congestion.png
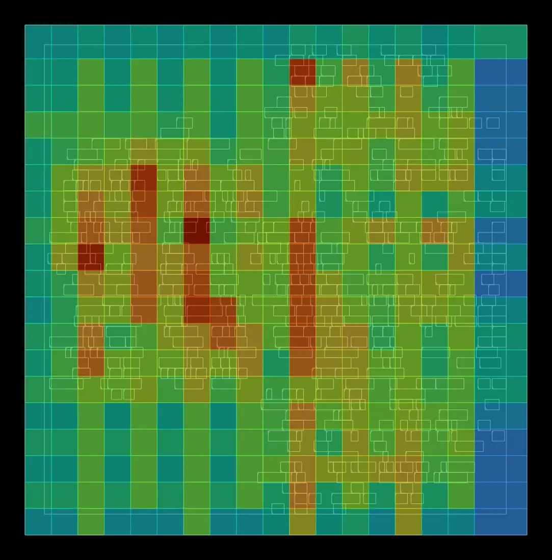
wires.png
Two of the layers only.
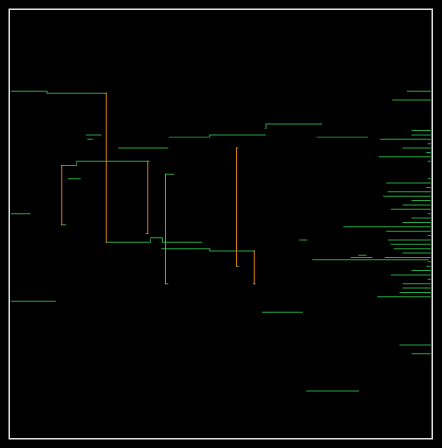
logic_types.png
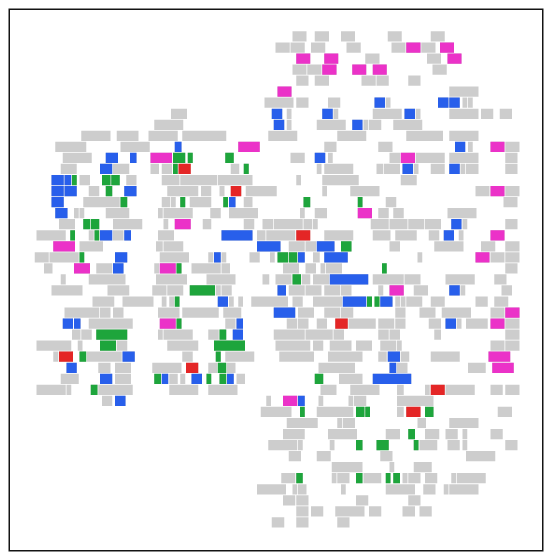
flops_by_reg.png
Scale bar: 50 µm.
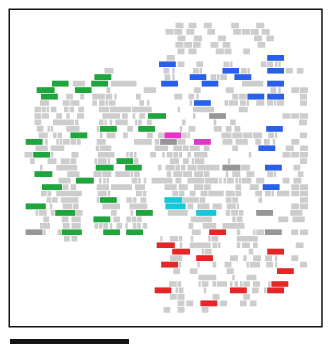
--- config.mk ---
export PLATFORM = sky130hd
export DESIGN_NAME = bpi_cmd_arbiter_flat
export DESIGN_NICKNAME = d
export VERILOG_FILES = /design/src/rtl/bpi_cmd_arbiter_if.sv /design/src/rtl/bpi_cmd_arbiter.sv /design/src/flat_wrapper.sv
export SDC_FILE = /design/constraint.sdc
export NUM_CORES = 1
export LEC_CHECK = 0
export CORE_AREA = 5 5 126 128
export DETAILED_ROUTE_END_ITERATION = 12
export DIE_AREA = 0 0 131 133
export GPL_TIMING_DRIVEN = 0
export HOLD_SLACK_MARGIN = 0.03
export PLACE_DENSITY = 0.41
export SYNTH_ARGS = -nofsm -noshare
export SYNTH_HDL_FRONTEND = slang
export SYNTH_SLANG_ARGS = --single-unit
--- constraint.sdc ---
create_clock -name clk_i -period 1.84 [get_ports clk_i]
set_input_delay 0.368 -clock clk_i [delete_from_list [all_inputs] [get_ports clk_i]]
set_output_delay 0.368 -clock clk_i [all_outputs]
set_load 0.05 [all_outputs]
--- src/rtl/bpi_cmd_arbiter_if.sv ---
// rtl/bpi_cmd_arbiter_if.sv - requester-side bundle for the BPI command arbiter
// Two requesters share one word stream; the arbiter grants one and paces it with wready.
interface bpi_cmd_arbiter_if;
   logic [1:0]  req;
   logic [15:0] wdata0;
   logic [15:0] wdata1;
   logic [1:0]  wvalid;
   logic [1:0]  wlast;
   logic [1:0]  gnt;
   logic        wready;

   modport master (
      output req, wdata0, wdata1, wvalid, wlast,
      input  gnt, wready
   );

   modport slave (
      input  req, wdata0, wdata1, wvalid, wlast,
      output gnt, wready
   );
endinterface

--- src/rtl/bpi_cmd_arbiter.sv ---
// rtl/bpi_cmd_arbiter.sv - round-robin arbiter feeding command words into the BPI command FIFO
// Sequence per transaction: disable parser, load words, enable parser, wait for done or timeout.
module bpi_cmd_arbiter #(
   parameter int TIMEOUT_CYC = 40000000,
   parameter int MAX_WORDS   = 2048
) (
   input  logic              clk_i,
   input  logic              rst_i,
   bpi_cmd_arbiter_if.slave  req_if,
   output logic [15:0]       bpi_cmd_fifo_data_o,
   output logic              bpi_we_o,
   output logic              bpi_dsbl_o,
   output logic              bpi_enbl_o,
   input  logic              bpi_cmd_fifo_full_i,
   input  logic              bpi_done_i,
   output logic              busy_o,
   output logic [1:0]        xfer_done_o,
   output logic              timeout_o,
   output logic              abort_o,
   output logic              ovf_o,
   output logic [11:0]       wcnt_o
);

   typedef enum logic [2:0] {
      S_IDLE, S_DSBL, S_LOAD, S_ENBL, S_WAIT, S_RELEASE
   } state_t;

   typedef enum logic [1:0] {
      R_DONE, R_TMO, R_ABT
   } reason_t;

   localparam int             TW        = (TIMEOUT_CYC > 1) ? $clog2(TIMEOUT_CYC) : 1;
   localparam logic [TW-1:0]  TMO_LAST  = TW'(TIMEOUT_CYC - 1);
   localparam logic [11:0]    WCNT_LAST = 12'(MAX_WORDS - 1);

   state_t         state_q, state_d;
   reason_t        reason_q, reason_d;
   logic           g_q, g_d;
   logic           last_q, last_d;
   logic [TW-1:0]  timer_q, timer_d;
   logic [11:0]    wcnt_q, wcnt_d;
   logic           ovf_q, ovf_d;
   logic           we_q, we_d;
   logic [15:0]    data_q, data_d;
   logic           enbl_q, enbl_d;
   logic           done_prev_q;

   logic [15:0]    wdata_g;
   logic           req_g;
   logic           wvalid_g;
   logic           wlast_g;
   logic           wready;
   logic           accept;
   logic           done_rise;

   assign wdata_g   = g_q ? req_if.wdata1 : req_if.wdata0;
   assign req_g     = req_if.req[g_q];
   assign wvalid_g  = req_if.wvalid[g_q];
   assign wlast_g   = req_if.wlast[g_q];
   assign wready    = (state_q == S_LOAD) && !bpi_cmd_fifo_full_i;
   assign accept    = wready && wvalid_g;
   assign done_rise = bpi_done_i && !done_prev_q;

   always_ff @(posedge clk_i) begin
      if (rst_i) begin
         state_q     <= S_IDLE;
         reason_q    <= R_DONE;
         g_q         <= 1'b0;
         last_q      <= 1'b1;
         timer_q     <= '0;
         wcnt_q      <= '0;
         ovf_q       <= 1'b0;
         we_q        <= 1'b0;
         data_q      <= '0;
         enbl_q      <= 1'b0;
         done_prev_q <= 1'b0;
      end else begin
         state_q     <= state_d;
         reason_q    <= reason_d;
         g_q         <= g_d;
         last_q      <= last_d;
         timer_q     <= timer_d;
         wcnt_q      <= wcnt_d;
         ovf_q       <= ovf_d;
         we_q        <= we_d;
         data_q      <= data_d;
         enbl_q      <= enbl_d;
         done_prev_q <= bpi_done_i;
      end
   end

   always_comb begin
      state_d  = state_q;
      reason_d = reason_q;
      g_d      = g_q;
      last_d   = last_q;
      timer_d  = timer_q;
      wcnt_d   = wcnt_q;
      ovf_d    = ovf_q;
      we_d     = accept;
      data_d   = accept ? wdata_g : data_q;
      enbl_d   = 1'b0;

      case (state_q)
         S_IDLE: begin
            if (|req_if.req) begin
               // Contention goes to whoever was not served last.
               g_d     = (req_if.req == 2'b11) ? ~last_q : req_if.req[1];
               wcnt_d  = '0;
               ovf_d   = 1'b0;
               state_d = S_DSBL;
            end
         end
         S_DSBL: state_d = S_LOAD;
         S_LOAD: begin
            if (accept) wcnt_d = wcnt_q + 12'd1;
            // A final word accepted in the same cycle as the request drop still completes.
            if (accept && (wlast_g || wcnt_q == WCNT_LAST)) begin
               ovf_d   = ovf_q | ~wlast_g;
               state_d = S_ENBL;
            end else if (!req_g) begin
               reason_d = R_ABT;
               state_d  = S_RELEASE;
            end
         end
         S_ENBL: begin
            enbl_d  = 1'b1;
            timer_d = '0;
            state_d = S_WAIT;
         end
         S_WAIT: begin
            timer_d = timer_q + 1'b1;
            if (done_rise) begin
               reason_d = R_DONE;
               state_d  = S_RELEASE;
            end else if (timer_q == TMO_LAST) begin
               reason_d = R_TMO;
               state_d  = S_RELEASE;
            end
         end
         S_RELEASE: begin
            last_d  = g_q;
            state_d = S_IDLE;
         end
         default: state_d = S_IDLE;
      endcase
   end

   assign req_if.gnt    = (state_q == S_IDLE) ? 2'b00 : (g_q ? 2'b10 : 2'b01);
   assign req_if.wready = wready;

   assign bpi_cmd_fifo_data_o = data_q;
   assign bpi_we_o            = we_q;
   assign bpi_dsbl_o          = (state_q == S_DSBL);
   assign bpi_enbl_o          = enbl_q;
   assign busy_o              = (state_q != S_IDLE);
   assign xfer_done_o         = (state_q == S_RELEASE && reason_q == R_DONE) ? req_if.gnt : 2'b00;
   assign timeout_o           = (state_q == S_RELEASE) && (reason_q == R_TMO);
   assign abort_o             = (state_q == S_RELEASE) && (reason_q == R_ABT);
   assign ovf_o               = ovf_q;
   assign wcnt_o              = wcnt_q;

endmodule

--- src/flat_wrapper.sv ---
// flat-port wrapper written by rule: the top's interface ports become plain ports
module bpi_cmd_arbiter_flat 
#(
   parameter int TIMEOUT_CYC = 40000000,
   parameter int MAX_WORDS   = 2048
)
  (clk_i, rst_i, bpi_cmd_fifo_data_o, bpi_we_o, bpi_dsbl_o, bpi_enbl_o, bpi_cmd_fifo_full_i, bpi_done_i, busy_o, xfer_done_o, timeout_o, abort_o, ovf_o, wcnt_o, req_if_req, req_if_wdata0, req_if_wdata1, req_if_wvalid, req_if_wlast, req_if_gnt, req_if_wready);
  bpi_cmd_arbiter_if req_if_i ();
  input  logic clk_i;
  input  logic rst_i;
  output logic [15:0] bpi_cmd_fifo_data_o;
  output logic bpi_we_o;
  output logic bpi_dsbl_o;
  output logic bpi_enbl_o;
  input  logic bpi_cmd_fifo_full_i;
  input  logic bpi_done_i;
  output logic busy_o;
  output logic [1:0] xfer_done_o;
  output logic timeout_o;
  output logic abort_o;
  output logic ovf_o;
  output logic [11:0] wcnt_o;
  input wire logic [$bits(req_if_i.req)-1:0] req_if_req;
  input wire logic [$bits(req_if_i.wdata0)-1:0] req_if_wdata0;
  input wire logic [$bits(req_if_i.wdata1)-1:0] req_if_wdata1;
  input wire logic [$bits(req_if_i.wvalid)-1:0] req_if_wvalid;
  input wire logic [$bits(req_if_i.wlast)-1:0] req_if_wlast;
  output wire logic [$bits(req_if_i.gnt)-1:0] req_if_gnt;
  output wire logic [$bits(req_if_i.wready)-1:0] req_if_wready;
  assign req_if_i.req = req_if_req;
  assign req_if_i.wdata0 = req_if_wdata0;
  assign req_if_i.wdata1 = req_if_wdata1;
  assign req_if_i.wvalid = req_if_wvalid;
  assign req_if_i.wlast = req_if_wlast;
  assign req_if_gnt = req_if_i.gnt;
  assign req_if_wready = req_if_i.wready;
  bpi_cmd_arbiter #(.TIMEOUT_CYC(TIMEOUT_CYC), .MAX_WORDS(MAX_WORDS)) u_core (.clk_i(clk_i), .rst_i(rst_i), .req_if(req_if_i), .bpi_cmd_fifo_data_o(bpi_cmd_fifo_data_o), .bpi_we_o(bpi_we_o), .bpi_dsbl_o(bpi_dsbl_o), .bpi_enbl_o(bpi_enbl_o), .bpi_cmd_fifo_full_i(bpi_cmd_fifo_full_i), .bpi_done_i(bpi_done_i), .busy_o(busy_o), .xfer_done_o(xfer_done_o), .timeout_o(timeout_o), .abort_o(abort_o), .ovf_o(ovf_o), .wcnt_o(wcnt_o));
endmodule
==> deck_impl_summary.md <==
Run Summary

Finish
  • Registers: between 60 and 70
  • Non-filler cells, final: 697
  • Area share of buffers outside the clock network: ~25%
  • Biggest register: u_core.timer_q
  • Top Layout Cells: dfxtp_1, nor2_1, clkdlybuf4s50_1
  • Layout Utilization: between 30% and 40%
  • Clk cell area share: about 5.7%
  • Non-CTS buffers: around 150
  • Max reg flops: 26
  • Synth-to-layout area growth: 67.62%
  • Non-CTS inverters: 12
  • Logic area: roughly 2200 µm²
  • Logic share of the area: approximately 40%
  • Seq area share: between 20% and 30%
  • Clock buffers: 11
  • Layout cells sized above 1: 34.58%
  • Most numerous logic cell after layout: dfxtp_1
  • Comb_multi_in: roughly 270

Worst setup path
  • Critical path origin: u_core.state_q[1]
  • Worst setup path endpoint: xfer_done_o[0]
  • RR Startpoint: u_core.state_q[1]
  • CP bufs+invs: 3
  • Worst setup SP type: flip-flop
  • Most common cell on crit path: buf_4
  • Critical Path End Type: output port
  • Slowest CP cell: dfxtp_4
  • Reg2Reg Depth: 8
  • Levels on crit path: 5
  • Worst Path Max Fanout: 3
  • Worst EP required: between 1000 and 1500 ps
  • Critical Path AT: 1560 ps
  • Critical-path cell list: buf_6 -> nand3b_1 -> buf_4 -> nor4_2 -> buf_4
  • R2r setup slk: -90 ps
  • CP Class: reg2out

Detailed routing
  • DR WL met2: approximately 5000 µm
  • Drt drc: 0
  • Final ANT Viol Nets: 0
  • Final wirelength: around 11000 µm
  • 1st-pass router iterations: 4
  • Vias/cell: 4.712
  • Drt initial violations: 118
  • Met3 wire length: ~640 µm
  • Avg WL per Cell: between 15 and 20 µm

Clock network
  • Clk slew on worst S/H paths: about 50 ps
  • Hold_buf cts: 0
  • Post-CTS setup buffers: 28
  • Max clock buf depth: 2
  • H-Tree Depth: 3
  • Clk_lat worst skew: around 340 ps
  • Root buffer cell: clkbuf_16
  • CTS tree: yes
  • Post_cts resized: between 100 and 150
  • Cts bufs inserted: 9

Synthesis
  • Synthesized Nets: between 400 and 500
  • Post-synth top cells: dfxtp_1, nor2_1, nand2_1
  • Synth mux share: 8.897%
  • Primary FF master, synth: dfxtp_1
  • Chip Area, Yosys: between 3000 and 4000 µm²
  • Synth Cell Area: about 3300 µm²
  • Ys Warns: 0
  • Ao+oa area frac: between 10% and 20%
  • Synth Area per Inst: just under 9 µm²
  • Ys async rst share: 0%
  • Post-synthesis cell count: approximately 370
  • Largest family of logic cells by area: simple AND/OR/NAND/NOR gates
  • Cell type with the largest total area: dfxtp_1
  • Adder Share, Synth: less than 1%
  • Xor+xnor area frac: under 10%
  • Yosys cell count: 370
  • Count leader, synth: dfxtp_1

Flow run
  • Total tool warning count: 29
  • Max_cap viols: 0

Die
  • Rows: approximately 45
  • FP Core Util: between 20 and 25%
  • I/O pin count: just over 80
  • Die H: 133 µm
  • Die area: 17420 µm²
  • Die W: 131 µm
  • Core area: ~15000 µm²

Final timing
  • Post-Route Setup TNS: -372.3 ps
  • Final Hold Violating Endpoints: 0
  • Slew Limit Fails: 0
  • Worst Tran Pin Value: 733.9 ps
  • Worst clock skew: approximately 7.9 ps
  • Period utilization: 104.8%
  • Fin crit period: a little under 2000 ps
  • Setup ws final: -88.84 ps
  • Final hold slack: between 400 and 500 ps
  • Fmax achieved: just over 0.5 GHz
  • Setup violators final: 6
  • Worst slew margin: 51.07%

Power and ir drop
  • Pwr top: the clock network
  • Pint: between 3 and 4 mW
  • Total power: 4.370 mW
  • Sequential cell fraction of total power: between 30% and 40%
  • Clock group share of total power: approximately two fifths
  • Max IR drop VDD: about 0.45 mV
  • Sequential power: 1.48 mW
  • Power per cell area: just under 800 nW/µm²
  • Comb pwr: between 1 and 1.5 mW
  • Sw Share: approximately 28%

Global routing
  • GR Layer Usage met2: 18.91%
  • Met1 Use GR: 15.89%
  • Pin count of the biggest net entering global routing: 12
  • Initial antenna violation count: 0
  • Gr busiest metal: met2
  • First-pass GRT wire length: around 16000 µm

Placed design
  • I/O Buffers: 81
  • Placed cell area: between 4000 and 5000 µm²
  • Gpl congestion: between 0.7 and 0.8
  • Post-Place Cells: 639

Run status
  • Outcome: finished with violations
  • Failing checks: negative setup slack

Min path
  • Hold Path End: u_core.bpi_cmd_fifo_data_o[4]
  • Min-delay src: u_core.bpi_cmd_fifo_data_o[4]
## Picture notes: congestion.png
Total GRT Usage: 12.07%
met3 Use GR: 3.633%

## Picture notes: wires.png
| layer | color | wire length |
|---|---|---|
| metal 3 | green | 645 µm |
| metal 4 | orange | 168 µm |

## Picture notes: logic_types.png
| family | color | cells |
|---|---|---|
| nand cells | green | 54 |
| non-inverting ao/oa cells | red | 8 |
| mux cells | magenta | 28 |
| aoi and oai cells | blue | 59 |

## Picture notes: flops_by_reg.png
| name in the netlist | color | placed flops |
|---|---|---|
| u_core.reason_q | magenta | 2 |
| u_core.bpi_cmd_fifo_data_o | blue | 16 |
| u_core.wcnt_o | red | 12 |
| u_core.timer_q | green | 26 |
| u_core.state_q | cyan | 3 |
not colored: 6

Power and IR drop assume default switching activity.
